===== config.mk =====
export PLATFORM = sky130hd
export DESIGN_NAME = sck_slave_control
export DESIGN_NICKNAME = d
export VERILOG_FILES = /design/src/rtl/sck_slave_control.sv
export SDC_FILE = /design/constraint.sdc
export NUM_CORES = 1
export LEC_CHECK = 0
export ABC_AREA = 0
export CAP_MARGIN = 0
export CORE_ASPECT_RATIO = 1.25
export CORE_MARGIN = 2
export CORE_UTILIZATION = 54
export CTS_CLUSTER_SIZE = 25
export DETAILED_ROUTE_END_ITERATION = 10
export MAX_ROUTING_LAYER = met4
export PLACE_DENSITY = 0.9
export SLEW_MARGIN = 20
export SYNTH_ARGS = -nofsm -noshare
export SYNTH_HDL_FRONTEND = slang
export SYNTH_SLANG_ARGS = --single-unit

===== constraint.sdc =====
create_clock -name clk -period 2.45 [get_ports clk]
set_input_delay 0.6125 -clock clk [delete_from_list [all_inputs] [get_ports clk]]
set_output_delay 0.6125 -clock clk [all_outputs]
set_load 0.03 [all_outputs]

===== src/rtl/sck_slave_control.sv =====
// SPI slave front end: oversamples SCK/SS_n/MOSI on clk, shifts a frame in from MOSI and out on MISO,
// with a one-deep TX holding buffer, an RX valid strobe and underrun reporting.
module sck_slave_control #(
  parameter int DATA_WIDTH  = 8,
  parameter int SYNC_STAGES = 2
) (
  input  logic                  clk,
  input  logic                  rst,
  input  logic                  SCK_in,
  input  logic                  SS_n,
  input  logic                  MOSI,
  input  logic                  CPOL,
  input  logic                  CPHA,
  input  logic                  LSBFE,
  input  logic [DATA_WIDTH-1:0] TX_data,
  input  logic                  TX_load,
  output logic                  TX_ready,
  output logic                  MISO,
  output logic                  MISO_oe,
  output logic [DATA_WIDTH-1:0] RX_data,
  output logic                  RX_valid,
  output logic                  underrun,
  output logic                  busy
);

  localparam int CNT_W = $clog2(DATA_WIDTH + 1);
  localparam logic [CNT_W-1:0] LAST = CNT_W'(DATA_WIDTH - 1);

  typedef enum logic {IDLE, ACTIVE} state_t;

  state_t state, state_n;

  logic [SYNC_STAGES-1:0] sck_sync, ss_sync, mosi_sync;
  logic                   sck_prev;
  logic                   sck_s, ss_s, mosi_s;
  logic                   leading, trailing, sample, shift_edge;

  logic [CNT_W-1:0]      bit_cnt, bit_cnt_n;
  logic [DATA_WIDTH-1:0] rx_shift, rx_shift_n, rx_word;
  logic [DATA_WIDTH-1:0] tx_shift, tx_shift_n;
  logic [DATA_WIDTH-1:0] tx_buf, tx_buf_n;
  logic [DATA_WIDTH-1:0] rx_data_n;
  logic                  ready_n, rx_valid_n, underrun_n;
  logic                  first_lead, first_n;
  logic                  reload;

  // SCK is synchronized polarity-normalized (SCK ^ CPOL), so the reset value 0 means "SCK at CPOL"
  always_ff @(posedge clk or posedge rst) begin
    if (rst) begin
      sck_sync  <= '0;
      ss_sync   <= '1;
      mosi_sync <= '0;
      sck_prev  <= 1'b0;
    end else begin
      sck_sync  <= {sck_sync[SYNC_STAGES-2:0], SCK_in ^ CPOL};
      ss_sync   <= {ss_sync[SYNC_STAGES-2:0], SS_n};
      mosi_sync <= {mosi_sync[SYNC_STAGES-2:0], MOSI};
      sck_prev  <= sck_sync[SYNC_STAGES-1];
    end
  end

  assign sck_s      = sck_sync[SYNC_STAGES-1];
  assign ss_s       = ss_sync[SYNC_STAGES-1];
  assign mosi_s     = mosi_sync[SYNC_STAGES-1];
  assign leading    = sck_s & ~sck_prev;
  assign trailing   = ~sck_s & sck_prev;
  assign sample     = CPHA ? trailing : leading;
  assign shift_edge = CPHA ? leading : trailing;
  assign rx_word    = LSBFE ? {mosi_s, rx_shift[DATA_WIDTH-1:1]}
                            : {rx_shift[DATA_WIDTH-2:0], mosi_s};

  always_ff @(posedge clk or posedge rst) begin
    if (rst) begin
      state      <= IDLE;
      bit_cnt    <= '0;
      rx_shift   <= '0;
      tx_shift   <= '0;
      tx_buf     <= '0;
      first_lead <= 1'b0;
      TX_ready   <= 1'b1;
      RX_data    <= '0;
      RX_valid   <= 1'b0;
      underrun   <= 1'b0;
    end else begin
      state      <= state_n;
      bit_cnt    <= bit_cnt_n;
      rx_shift   <= rx_shift_n;
      tx_shift   <= tx_shift_n;
      tx_buf     <= tx_buf_n;
      first_lead <= first_n;
      TX_ready   <= ready_n;
      RX_data    <= rx_data_n;
      RX_valid   <= rx_valid_n;
      underrun   <= underrun_n;
    end
  end

  always_comb begin
    state_n    = state;
    bit_cnt_n  = bit_cnt;
    rx_shift_n = rx_shift;
    tx_shift_n = tx_shift;
    tx_buf_n   = tx_buf;
    first_n    = first_lead;
    ready_n    = TX_ready;
    rx_data_n  = RX_data;
    rx_valid_n = 1'b0;
    underrun_n = 1'b0;
    reload     = 1'b0;

    case (state)
      IDLE: begin
        if (!ss_s) begin
          state_n   = ACTIVE;
          bit_cnt_n = '0;
          first_n   = 1'b1;
          reload    = 1'b1;
        end
      end
      ACTIVE: begin
        if (ss_s) begin
          state_n   = IDLE;
          bit_cnt_n = '0;
        end else begin
          if (sample) begin
            rx_shift_n = rx_word;
            if (bit_cnt == LAST) begin
              bit_cnt_n  = '0;
              rx_data_n  = rx_word;
              rx_valid_n = 1'b1;
              if (CPHA) begin
                reload  = 1'b1;
                first_n = 1'b1;
              end
            end else begin
              bit_cnt_n = bit_cnt + CNT_W'(1);
            end
          end
          // CPHA=0 frame boundary: the trailing edge seen with bit_cnt already wrapped to 0
          if (shift_edge) begin
            if (CPHA && first_lead) begin
              first_n = 1'b0;
            end else if (!CPHA && bit_cnt == '0) begin
              reload = 1'b1;
            end else begin
              tx_shift_n = LSBFE ? {1'b0, tx_shift[DATA_WIDTH-1:1]}
                                 : {tx_shift[DATA_WIDTH-2:0], 1'b0};
            end
          end
        end
      end
      default: state_n = IDLE;
    endcase

    if (reload) begin
      if (!TX_ready) begin
        tx_shift_n = tx_buf;
        ready_n    = 1'b1;
      end else begin
        tx_shift_n = '1;
        underrun_n = 1'b1;
      end
    end

    // A same-cycle load lands after the reload has taken the old buffer content
    if (TX_load && TX_ready) begin
      tx_buf_n = TX_data;
      ready_n  = 1'b0;
    end
  end

  assign MISO_oe = ~ss_s;
  assign MISO    = MISO_oe & (LSBFE ? tx_shift[0] : tx_shift[DATA_WIDTH-1]);
  assign busy    = (state == ACTIVE);

endmodule


Figure 1. Cell placement.
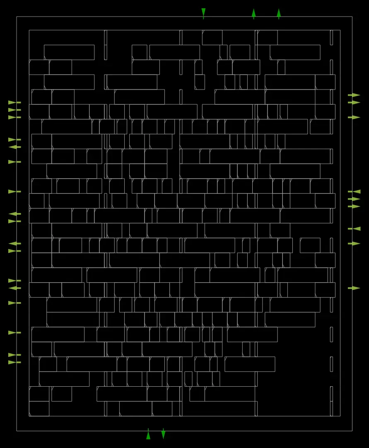
Placeable Area: 4030 µm²
flop share of the area: 0.440
Util after Layout: 0.679
fillers: 341

Figure 2. Power grid.
(4 px per µm) Pins as bars on the die edge.
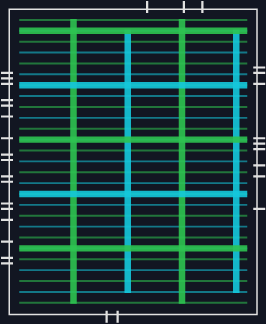
VSS -> green
VDD -> cyan
signal pins = 31
rows = 26
met1 rails = 27
met5 straps = 5
die height: 75.9 µm
Max IR drop VDD: 0.000549 V
Die X: 61.5 µm

Figure 3. Clock distribution.
(8 px per µm)
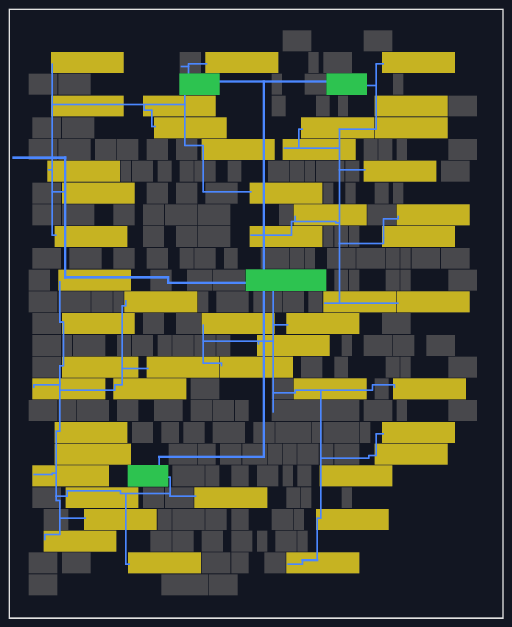
clock wires -> blue  # length 487 µm
flip-flops -> yellow  # count 48
clock-net drivers -> green  # count 5
flops lie = spread over the die
routed clock nets = 6
Latency at later pin: 300 ps
clock share of power: 0.277
Clock Skews: 7.50 ps
P_clk: 0.559 mW

Figure 4. Metal layers overlaid.
(4 px per µm) Only two layers are drawn.
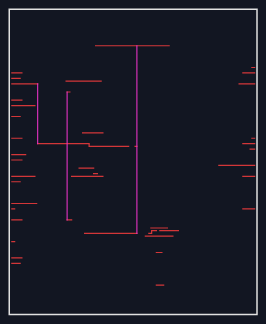
M4 -> magenta  # wire length 93.8 µm
M3 -> red  # wire length 184 µm
gr usage total: 0.216
Routed wire per std cell: 14.5 µm
WL final: 4250 µm

Figure 5. Cells colored by class.
(4 px per µm) Fill, decap, tap and diode cells in gray.
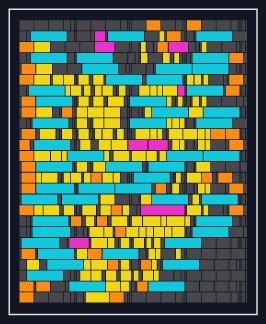
clock drivers and dummy loads -> magenta  # cells 8, share of their area 4.2%
registers -> cyan  # cells 48, share of their area 45%
remaining buffers and delay cells -> orange  # cells 42, share of their area 15%
remaining logic cells -> yellow  # cells 139, share of their area 36%
row count: 26
fin area: 2740 µm²

==> results.txt <==
run results: post-cts sizing count 0, Comb/total area 0.343, Worst Setup Path Type flop to output port, CTS Buffer Depth 2, initial antenna violation count 0, dpl hpwl a little over 3000 µm, run status finished, final reports clean, r2r worst-path depth 7, most frequent cells after synthesis 45 x dfrtp_1, 26 x o21ai_0, 21 x nand2_1, DR iter-0 viols 51, Logic pwr share 0.201, clk slew on worst S/H paths 90 ps, async set-reset flop share out of synthesis 1.00, LEAKAGE between 1 and 1.5 nW, RSZ-0062 raised after global routing no, Int Pwr between 1 and 1.5 mW, Yosys Instances 197, non-filler cells, final ~290, worst-path fanout max 12, buffers plus inverters on the worst setup path 1, number of buffers created by CTS 5, non-clk buf share 0.142, first-pass GRT wire length 7530 µm, Startpoint Class flop, Hold Path Class flop to flop, DR vias around 1.6k, Slew HR 0.601, Final Hold Viols 0, Comb gates 132, syn_nets 216, Worst-Margin Slew approximately 590 ps, CP Cell Sequence clkdlybuf4s50_1, Non-CTS inverters 7, CP Depth 1, Top power group sequential cells, Comb area 938 µm², Comb group ~0.41 mW, Min-Delay Endpoint sck_sync[1], max-cap violation count 0, layout cell share with drive strength beyond 1 0.186, hold path depth 0
==> cells by family (layout without fill, tap and decap cells) <==
logic type	count (synthesis)	in the layout	synth area share
and+or+nand+nor	44	44	0.111
muxes	23	23	0.111
AOI/OAI and AO/OA	62	62	0.183
adders and majority gates	2	2	0.0112
xor gates and xnor gates	1	1	0.00392
DFF	48	48	0.539
buffers and inverters	17	57	0.0409
==> metal layers <==
layer	part of all wire	routed length, µm	GRT usage
met5	0	0	-
met4	0.022	93	0.0809
met3	0.043	184	0.0478
met2	0.54	2290	0.356
met1	0.39	1680	0.250
==> sequential cells by signal, summed over array words and instances (netlist names) <==
register,flops
RX_data,8
rx_shift,8
tx_buf,8
tx_shift,8
bit_cnt,4
mosi_sync,2
sck_sync,2
ss_sync,2
RX_valid,1
TX_ready,1
busy,1
first_lead,1
sck_prev,1
underrun,1
No activity file was given, so power comes from the tool's default toggle rates.
